**Run 1: placement by cell class**

Scale bar: 20 um.
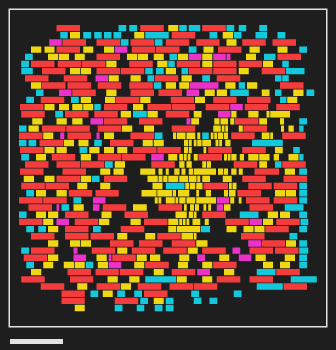
**Run 1: drive-strength map**

Scale bar: 20 um.
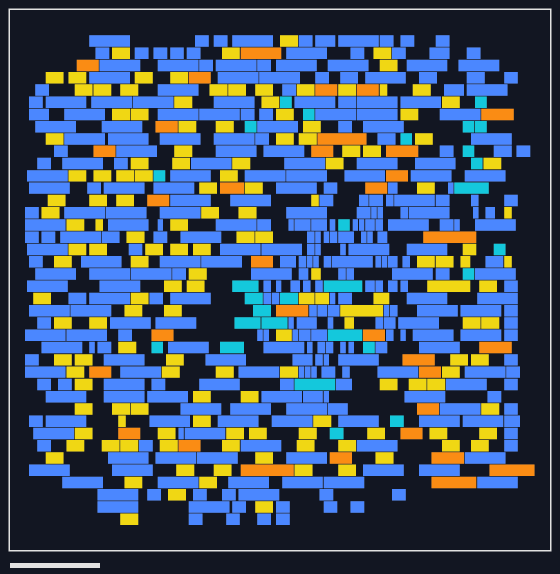
**Run 1: clock nets**

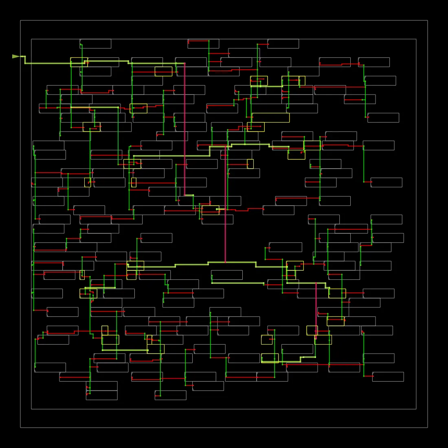
File: src/rtl/lut_config_loader.sv
// Configuration frame loader for the logic-block array.
// Assembles per-block 16-bit LUT tables and output-select bits from a byte stream
// into shadow registers, verifies an XOR checksum, then commits all blocks at once.
// Optional feature: define LUT_CFG_LOCK_EN to add a sticky lock set by the first
// successful commit; once locked every byte is accepted and discarded until reset.
module lut_config_loader #(
   parameter int unsigned NUM_LB   = 4,
   parameter logic [7:0]  HDR_BYTE = 8'hA5
) (
   input  logic                   clk,
   input  logic                   reset,
   input  logic [7:0]             cfg_data,
   input  logic                   cfg_valid,
   output logic                   cfg_ready,
   output logic [16*NUM_LB-1:0]   lb_config,
   output logic [NUM_LB-1:0]      lb_sel,
   output logic                   cfg_busy,
   output logic                   cfg_done,
   output logic                   cfg_error
);

   // Block index must be able to reach NUM_LB, which marks the checksum byte.
   localparam int unsigned BlkW = $clog2(NUM_LB + 1);

   typedef enum logic [1:0] {StIdle, StLoad, StCheck} state_e;

   state_e                    state_q, state_d;
   logic [BlkW-1:0]           blk_q, blk_d;
   logic [1:0]                fld_q, fld_d;
   logic [7:0]                csum_q, csum_d;
   logic [7:0]                chk_q, chk_d;
   logic [NUM_LB-1:0][15:0]   shd_cfg_q, shd_cfg_d;
   logic [NUM_LB-1:0]         shd_sel_q, shd_sel_d;
   logic [16*NUM_LB-1:0]      cfg_q, cfg_d;
   logic [NUM_LB-1:0]         sel_q, sel_d;
   logic                      done_q, done_d;
   logic                      err_q, err_d;
   logic                      accept;
   logic                      locked;

`ifdef LUT_CFG_LOCK_EN
   logic                      lock_q, lock_d;
   assign locked = lock_q;
`else
   assign locked = 1'b0;
`endif

   // Ready follows the registered state; forced low while reset is held.
   assign cfg_ready = reset && (state_q != StCheck);
   assign accept    = cfg_valid && cfg_ready;
   assign cfg_busy  = (state_q != StIdle);
   assign cfg_done  = done_q;
   assign cfg_error = err_q;
   assign lb_config = cfg_q;
   assign lb_sel    = sel_q;

   // Next-state: header detect, payload capture into shadow, checksum verify and commit.
   always_comb begin
      state_d   = state_q;
      blk_d     = blk_q;
      fld_d     = fld_q;
      csum_d    = csum_q;
      chk_d     = chk_q;
      shd_cfg_d = shd_cfg_q;
      shd_sel_d = shd_sel_q;
      cfg_d     = cfg_q;
      sel_d     = sel_q;
      done_d    = 1'b0;
      err_d     = 1'b0;
`ifdef LUT_CFG_LOCK_EN
      lock_d    = lock_q;
`endif
      unique case (state_q)
         StIdle: begin
            if (accept && !locked && (cfg_data == HDR_BYTE)) begin
               state_d = StLoad;
               blk_d   = '0;
               fld_d   = '0;
               csum_d  = '0;
            end
         end
         StLoad: begin
            if (accept) begin
               if (blk_q == BlkW'(NUM_LB)) begin
                  chk_d   = cfg_data;
                  state_d = StCheck;
               end else begin
                  csum_d = csum_q ^ cfg_data;
                  for (int unsigned i = 0; i < NUM_LB; i++) begin
                     if (blk_q == BlkW'(i)) begin
                        case (fld_q)
                           2'd0:    shd_cfg_d[i][7:0]  = cfg_data;
                           2'd1:    shd_cfg_d[i][15:8] = cfg_data;
                           default: shd_sel_d[i]       = cfg_data[0];
                        endcase
                     end
                  end
                  if (fld_q == 2'd2) begin
                     fld_d = 2'd0;
                     blk_d = blk_q + 1'b1;
                  end else begin
                     fld_d = fld_q + 2'd1;
                  end
               end
            end
         end
         StCheck: begin
            state_d = StIdle;
            if (csum_q == chk_q) begin
               cfg_d  = shd_cfg_q;
               sel_d  = shd_sel_q;
               done_d = 1'b1;
`ifdef LUT_CFG_LOCK_EN
               lock_d = 1'b1;
`endif
            end else begin
               err_d = 1'b1;
            end
         end
         default: state_d = StIdle;
      endcase
   end

   // State and output registers with asynchronous active-low reset.
   always_ff @(posedge clk or negedge reset) begin
      if (!reset) begin
         state_q   <= StIdle;
         blk_q     <= '0;
         fld_q     <= '0;
         csum_q    <= '0;
         chk_q     <= '0;
         shd_cfg_q <= '0;
         shd_sel_q <= '0;
         cfg_q     <= '0;
         sel_q     <= '0;
         done_q    <= 1'b0;
         err_q     <= 1'b0;
`ifdef LUT_CFG_LOCK_EN
         lock_q    <= 1'b0;
`endif
      end else begin
         state_q   <= state_d;
         blk_q     <= blk_d;
         fld_q     <= fld_d;
         csum_q    <= csum_d;
         chk_q     <= chk_d;
         shd_cfg_q <= shd_cfg_d;
         shd_sel_q <= shd_sel_d;
         cfg_q     <= cfg_d;
         sel_q     <= sel_d;
         done_q    <= done_d;
         err_q     <= err_d;
`ifdef LUT_CFG_LOCK_EN
         lock_q    <= lock_d;
`endif
      end
   end

endmodule
File: config.mk
export PLATFORM = sky130hd
export DESIGN_NAME = lut_config_loader
export DESIGN_NICKNAME = d
export VERILOG_FILES = /design/src/rtl/lut_config_loader.sv
export SDC_FILE = /design/constraint.sdc
export NUM_CORES = 1
export LEC_CHECK = 0
export CORE_MARGIN = 3
export CORE_UTILIZATION = 50
export CTS_BUF_LIST = sky130_fd_sc_hd__clkbuf_8
export DETAILED_ROUTE_END_ITERATION = 8
export GPL_TIMING_DRIVEN = 0
export MAX_ROUTING_LAYER = met4
export PLACE_DENSITY = 0.76
export REMOVE_ABC_BUFFERS = 1
export SYNTH_ARGS = -nofsm -noshare
export SYNTH_HDL_FRONTEND = slang
export SYNTH_SLANG_ARGS = --single-unit
export TNS_END_PERCENT = 20
File: constraint.sdc
create_clock -name clk -period 2.06 [get_ports clk]
set_input_delay 0.618 -clock clk [delete_from_list [all_inputs] [get_ports clk]]
set_output_delay 0.618 -clock clk [all_outputs]
set_load 0.03 [all_outputs]
==> run_results.csv, run 1 <==
group,metric,value,unit
clocking,cts_max_path_buffers,2,
floorplan,die-width,120,um
timing,grt_setup_unrepaired,"true",
synth,yosys-stat-cells,438,
min_path,min-delay-path-class,"in2async",
clocking,clock.latency.late_pin,440,ps
detailed_routing,overall_via_count_from_detail_route,3863,
setup_path,crit_path_cell_trace,"nand2b_2 -> and2_1 -> buf_2",
timing,finalHoldWorstSlack,110,ps
outcome,status,"finished with violations",
power,leakage_power_summed_over_all_cells,4.35,nW
grt,grt_first_pass_wirelength,22200,um
detailed_routing,detailedRoute.firstPassIterationCount,4,
setup_path,critical-path-max-stage-delay,460,ps
synth,ys_async_sr_fraction,100,%
synth,syn-cell-area,6470,um2
detailed_routing,detail-route-antenna-nets,0,
synth,synth_area_leader_cell,"dfrtp_1",
detailed_routing,drtIter0Drc,217,
synth,postSynthCellCount,438,
grt,gr-total-overflow,0,
synth,synth.ff_latch_count,161,
detailed_routing,number_of_remaining_drc_errors,0,
synth,synth_top_flop_cell,"dfrtp_1",
place,post-place-cells,675,
timing,worst_pin_slew,742,ps
synth,ys.warnings.count,0,
layout,drive_gt1_share,37.5,%
floorplan,die_h,120,um
clocking,clock-root-buffer,"clkbuf_8",
grt,grtUsageTotal,20.7,%
clocking,htree_num_levels,4,
place,gpl_wtd_cong,0.889,
clocking,clk_pin_slew,80,ps
floorplan,placementRows,40,
setup_path,timing.critical_path.required,1440,ps
setup_path,kind_of_start_point_of_the_critical_path,"flop",
setup_path,critical_path.endpoint_type,"output pin",
synth,synthAoiAreaFrac,2.73,%
timing,timing_max_transition_violations_final,0,
synth,post_synth_tally_of_flip_flops_with_integrated_enable,0,
power,total_power,5.80,mW
setup_path,timing.setup.critical_path_class,"reg2out",
place,dp_hpwl,8430,um
synth,post_synthesis_simple_gate_area_fraction,6.02,%
synth,yosys-mux-area-fraction,25.2,%
layout,nFillCells,960,
synth,topCellsByArea,"dfrtp_1, mux2_2, mux2_1, nand2_1, xnor2_1",
layout,final_layout_top_logic_cell,"dfrtp_1",
floorplan,io-pin-count,83,
outcome,failed_checks,"negative setup slack",
power,vdd.ir_drop.worst,0.406,mV
synth,xor_share_synth,1.08,%
setup_path,critical_path.slowest_cell,"dfrtp_2",
flow_run,warnings,30,
synth,yosys.stat.chipArea,6470,um2
clocking,cts_inserted_buffers,17,
timing,max_slew_margin,50.4,%
floorplan,die-area,14300,um2
place,port_buffers,82,
detailed_routing,postRouteWirelength,13600,um
timing,fmax,482,MHz
setup_path,worst-path-max-fanout,6,
floorplan,floorplan.core_util,52.5,%
grt,via_count_of_the_first_global_routing_pass,4139,
timing,finalWorstSetupSlack,-14.9,ps
clocking,cts_tree,"done",
flow_run,maxCapViolations,0,
detailed_routing,wl_per_cell,18.7,um
setup_path,r2r_cells,6,
synth,syn_avg_cell_area,14.8,um2
timing,finalSetupViolations,1,
synth,synthDominantCellAreaShare,62.3,%
timing,report.final.hold_viol_count,0,
grt,grt_max_degree,45,
grt,initial_antenna_violation_count,0,
layout,n_antenna_cell,0,
synth,synth_seq_share,62.3,%
timing,min_cycle_time_layout,2070,ps
layout,design.final.nets,561,
Notes on 'placement by cell class' above:
red -> sequential cells  # cells 161
magenta -> clock drivers and dummy loads  # cells 32
cyan -> remaining buffers and delay cells  # cells 107
yellow -> combinational and other logic  # cells 258
Final Core Density: 66.0%
area of the core: 12300 um2
post-route cell area: 8130 um2

Notes on 'drive-strength map' above:
yellow -> _2 cells  # cells 148, most used mux2_2
orange -> _6 and larger  # cells 33, most used clkbuf_8
cyan -> _3 and _4 cells  # cells 28, most used buf_4
blue -> _0 and _1 cells  # cells 349, most used dfrtp_1
smallest setup slack after layout: -14.9 ps
area growth from synthesis to final layout: 25.6%

Notes on 'clock nets' above:
clock skew: 8.44 ps
clock sink count: 161

run 1: worst max-delay path: cells and delay by family (launching register included):
family / cells / cell delay (ps)
buffers and inverters: 1 / 170
flip-flops: 1 / 460
AND/OR/NAND/NOR: 2 / 390
run 1: layer usage:
metal / track usage, % / part of all wire [%] / up-vias
met3: 6.41 / 5.2 / 13
met4: 6.30 / 1.4 / 0
met1: 26.4 / 45 / 2002
met2: 32.2 / 48 / 91
li1: - / - / 1757
met5: - / 0 / -
run 1: Yosys cell counts (3+ instances only):
cell      count
dfrtp_1     161
mux2_2      133
nand2_1      26
a21oi_1      11
clkbuf_1     11
o21ai_0      10
mux2_1        9
xnor2_1       8
buf_2         6
inv_1         6
a31oi_1       5
ha_1          5
nor2_1        5
nand3_1       4
mux2i_1       3
nor2_2        3
run 1: kinds of logic after synthesis:
family          count (synthesis)
xor+xnor                        8
compound gates                 31
flops                         161
mux                           145
buf+inv                        25
fa+ha+maj                       5
simple gates                   63
run 1: registers in the layout, indices dropped and copies added (netlist names), 2 cells and up:
register,count
lb_sel,4
shd_cfg_q,64
blk_q,3
shd_sel_q,4
csum_q,8
state_q,2
lb_config,64
chk_q,8
fld_q,2
run 1: worst paths after layout:
path                                    start            end  slack [ps]
worst min register to register  lb_config[56]  lb_config[56]         490
max in group asynchronous               reset  lb_config[28]         790
min in group clk                lb_config[56]  lb_config[56]         490
worst min-delay path                    reset       blk_q[1]         110
worst max-delay path               state_q[0]      cfg_ready         -10
worst max register to register     state_q[1]  shd_cfg_q[48]          70
run 1: final cells by class:
type | instances | area (um2) | share of cell area [%]
clock buffers | 20 | 275 | 3.39
inverters | 6 | 22.5 | 0.277
clock inverters | 12 | 93.8 | 1.15
multi-input cells | 252 | 2390 | 29.4
repair buffers | 107 | 1110 | 13.6
well taps | 168 | 210 | 2.59
flip-flops and latches | 161 | 4030 | 49.6
run 1: stage by stage:
step,worst slack [ps],cell area (um2)
final,-14.9,8130
after CTS,-191,7990
after floorplan,-1440,6380
after global placement,-6590,7410
after detailed placement,-1470,7510
after global routing,-78.1,8130
run 1: timing repair:
item                                   in CTS  in global routing
cloned                                      2                  1
hold buffers                                2                  0
pin swaps                                   4                  4
setup endpoints to repair                 220                 65
buffers inserted                            5                  9
gates resized                              93                 17
endpoints found under the hold margin      15                  0
run 1: report_power, final:
part	leakage (nW)	switching, mW	internal, mW	total (mW)
registers	2.24	0.0841	3.22	3.30
logic	1.92	0.230	0.138	0.368
clock network	0.198	1.09	1.03	2.12
total	4.35	1.41	4.39	5.80
==> run 2: changes to the inputs <==
--- a/config.mk
+++ b/config.mk
@@ -9,9 +9,8 @@
 export CORE_UTILIZATION = 50
 export CTS_BUF_LIST = sky130_fd_sc_hd__clkbuf_8
 export DETAILED_ROUTE_END_ITERATION = 8
-export GPL_TIMING_DRIVEN = 0
 export MAX_ROUTING_LAYER = met4
-export PLACE_DENSITY = 0.76
+export PLACE_DENSITY_LB_ADDON = 0.2
 export REMOVE_ABC_BUFFERS = 1
 export SYNTH_ARGS = -nofsm -noshare
 export SYNTH_HDL_FRONTEND = slang
==> run_results.csv, run 2 <==
group,metric,value,unit
outcome,status,"finished, final reports clean",
grt,gr-total-overflow,0,
grt,grtUsageTotal,20.9,%
synth,synthAoiAreaFrac,2.73,%
clocking,cts_max_path_buffers,2,
timing,timing_max_transition_violations_final,0,
layout,drive_gt1_share,38.4,%
detailed_routing,detailedRoute.firstPassIterationCount,6,
power,sw_frac_of_total,23.9,%
synth,yosys.stat.chipArea,6470,um2
place,dp_hpwl,9040,um
floorplan,io-pin-count,83,
setup_path,worstSetupStartpoint,"csum_q[2]",
power,vdd.ir_drop.worst,0.473,mV
layout,nFillCells,969,
grt,initial_antenna_violation_count,1,
setup_path,timing.critical_path.buf_inv,2,
synth,syn-cell-area,6470,um2
power,comb_power_share,6.4,%
synth,yosys-mux-area-fraction,25.2,%
place,placed_area,7760,um2
power,power.sequential.fraction,54.0,%
detailed_routing,number_of_remaining_drc_errors,0,
power,switching_power,1.45,mW
power,leakage_power_summed_over_all_cells,4.33,nW
synth,xor_share_synth,1.08,%
grt,grt_max_degree,158,
clocking,clk_pin_slew,80,ps
synth,synth.ff_latch_count,161,
timing,report.final.hold_viol_count,0,
floorplan,die-width,120,um
min_path,min-delay-path-class,"in2async",
synth,yosysMostFrequentCell,"dfrtp_1",
synth,ys_async_sr_fraction,100,%
synth,postSynthCellCount,438,
layout,final_layout_top_logic_cell,"dfrtp_1",
place,port_buffers,82,
synth,yosys-stat-cells,438,
synth,topCellsByArea,"dfrtp_1, mux2_2, mux2_1, nand2_1, xnor2_1",
grt,grt_first_pass_wirelength,22300,um
floorplan,die_h,120,um
setup_path,crit_path_cell_trace,"xnor2_1 -> nand2_1 -> nor4_4 -> buf_12 -> buf_12 -> mux2_2",
synth,syn_avg_cell_area,14.8,um2
detailed_routing,detail-route-antenna-nets,0,
detailed_routing,overall_via_count_from_detail_route,3887,
floorplan,design.core.area,12300,um2
floorplan,die-area,14300,um2
flow_run,warnings,31,
layout,design.final.nets,573,
setup_path,timing.setup.critical_path_class,"reg2reg",
place,dpl_worst_slack,-331,ps
clocking,htree_num_levels,4,
setup_path,r2r_cells,6,
synth,synth_area_leader_cell,"dfrtp_1",
synth,netlist_top_cells_count,"dfrtp_1, mux2_2, nand2_1, a21oi_1, clkbuf_1",
flow_run,maxCapViolations,0,
floorplan,placementRows,40,
setup_path,worst-path-max-fanout,25,
synth,ys.warnings.count,0,
setup_path,critical_path.endpoint_type,"flop",
synth,synth_seq_share,62.3,%
power,cell_internal_pwr,4.63,mW
setup_path,timing.critical_path.required,2390,ps
timing,min_cycle_time_layout,1970,ps
setup_path,r2r-start,"csum_q[2]",
==> run 2: layout make-up <==
class / count / area, um2 / area share [%]
antenna: 1 / 2.50 / 0.0307
clock buffer: 19 / 262 / 3.21
clock inverter: 13 / 161 / 1.98
inverter: 6 / 22.5 / 0.276
multi-input combinational: 252 / 2340 / 28.7
sequential: 161 / 4030 / 49.4
tap: 168 / 210 / 2.58
timing repair buffer: 119 / 1120 / 13.8
==> run 2: layer usage <==
metal	share of wire, %	vias to the layer above	track usage, %
li1	-	1788	-
met1	47	2015	28.4
met2	48	71	31.6
met3	3.7	13	6.03
met4	0.86	0	5.08
met5	0	-	-
==> run 2: per-stage QoR <==
step | TNS (ps) | utilization, % | instances | power [mW] | hold WS [ps]
6_report | 0 | 66.2 | 739 | 6.08 | 269
5_1_grt | -7.26 | 66.2 | 739 | 6.34 | 411
4_1_cts | -150 | 65.9 | 736 | 6.14 | 383
3_5_place_dp | -20040 | 63.1 | 703 | 3.74 | 432
3_3_place_gp | -17020 | 63.1 | 703 | 3.72 | 429
2_1_floorplan | -98210 | - | 419 | 3.51 | 322
==> run 2: power by group through the flow <==
stage	Combinational (mW)	Clock (mW)	Sequential (mW)
2_1_floorplan	0.169	0	3.34
3_3_place_gp	0.379	0	3.34
3_5_place_dp	0.390	0	3.35
4_1_cts	0.392	2.47	3.28
5_1_grt	0.431	2.61	3.30
6_report	0.386	2.41	3.28
==> run 2: logic make-up (layout without fill, tap and decap cells) <==
| kind of cell | after synthesis | in the layout |
|---|---|---|
| XOR/XNOR | 8 | 8 |
| flip-flops | 161 | 161 |
| other | 0 | 1 |
| AND/OR/NAND/NOR | 63 | 63 |
| AND-OR/OR-AND | 31 | 31 |
| buffers and inverters | 25 | 157 |
| adder cells (fa/ha/maj) | 5 | 5 |
| multiplexers | 145 | 145 |
==> run 2: final timing paths <==
path	endpoint	slack, ps
min	shd_cfg_q[33]	270
max	lb_config[42]	90
min reg2reg	lb_config[61]	490
max in group asynchronous	shd_cfg_q[39]	1070
max reg2reg	lb_config[42]	90
min in group clk	state_q[0]	450
==> run 2: what timing repair did <==
item / 4_1_cts / 5_1_grt
hold endpoints to repair: 4 / 0
hold buffers: 1 / 0
setup endpoints to repair: 72 / 22
cloned: 0 / 1
setup buffers: 0 / 1
gates resized: 72 / 3
pin swaps: 0 / 1
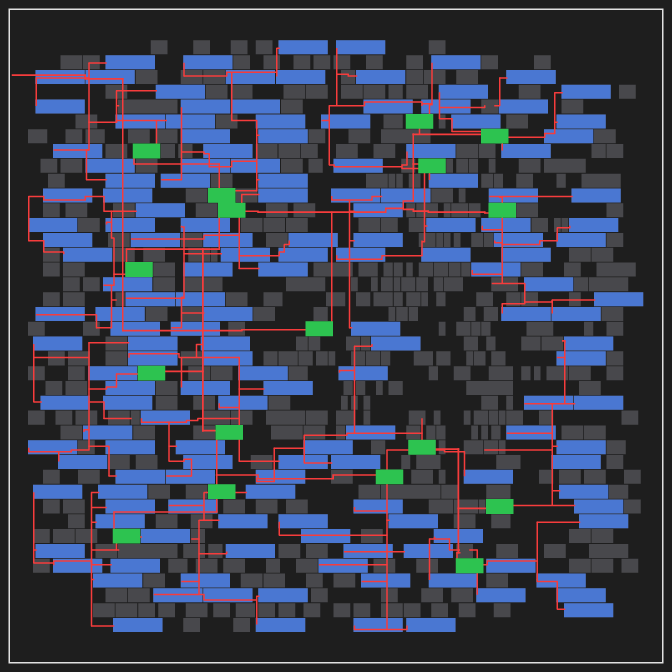
**Above:** run 2 (clock distribution).
green -> clock drivers  # count 17
blue -> flip-flops  # count 161
red -> clock wires  # length 1780 um
flops lie = spread over the die
clock latency of the later-clocked register in the worst-skew pair: 450 ps
power drawn by the clock network: 2.41 mW
part of the total power dissipated in the clock network: 39.6%
clock skew: 13.2 ps

Power and IR drop assume default switching activity.
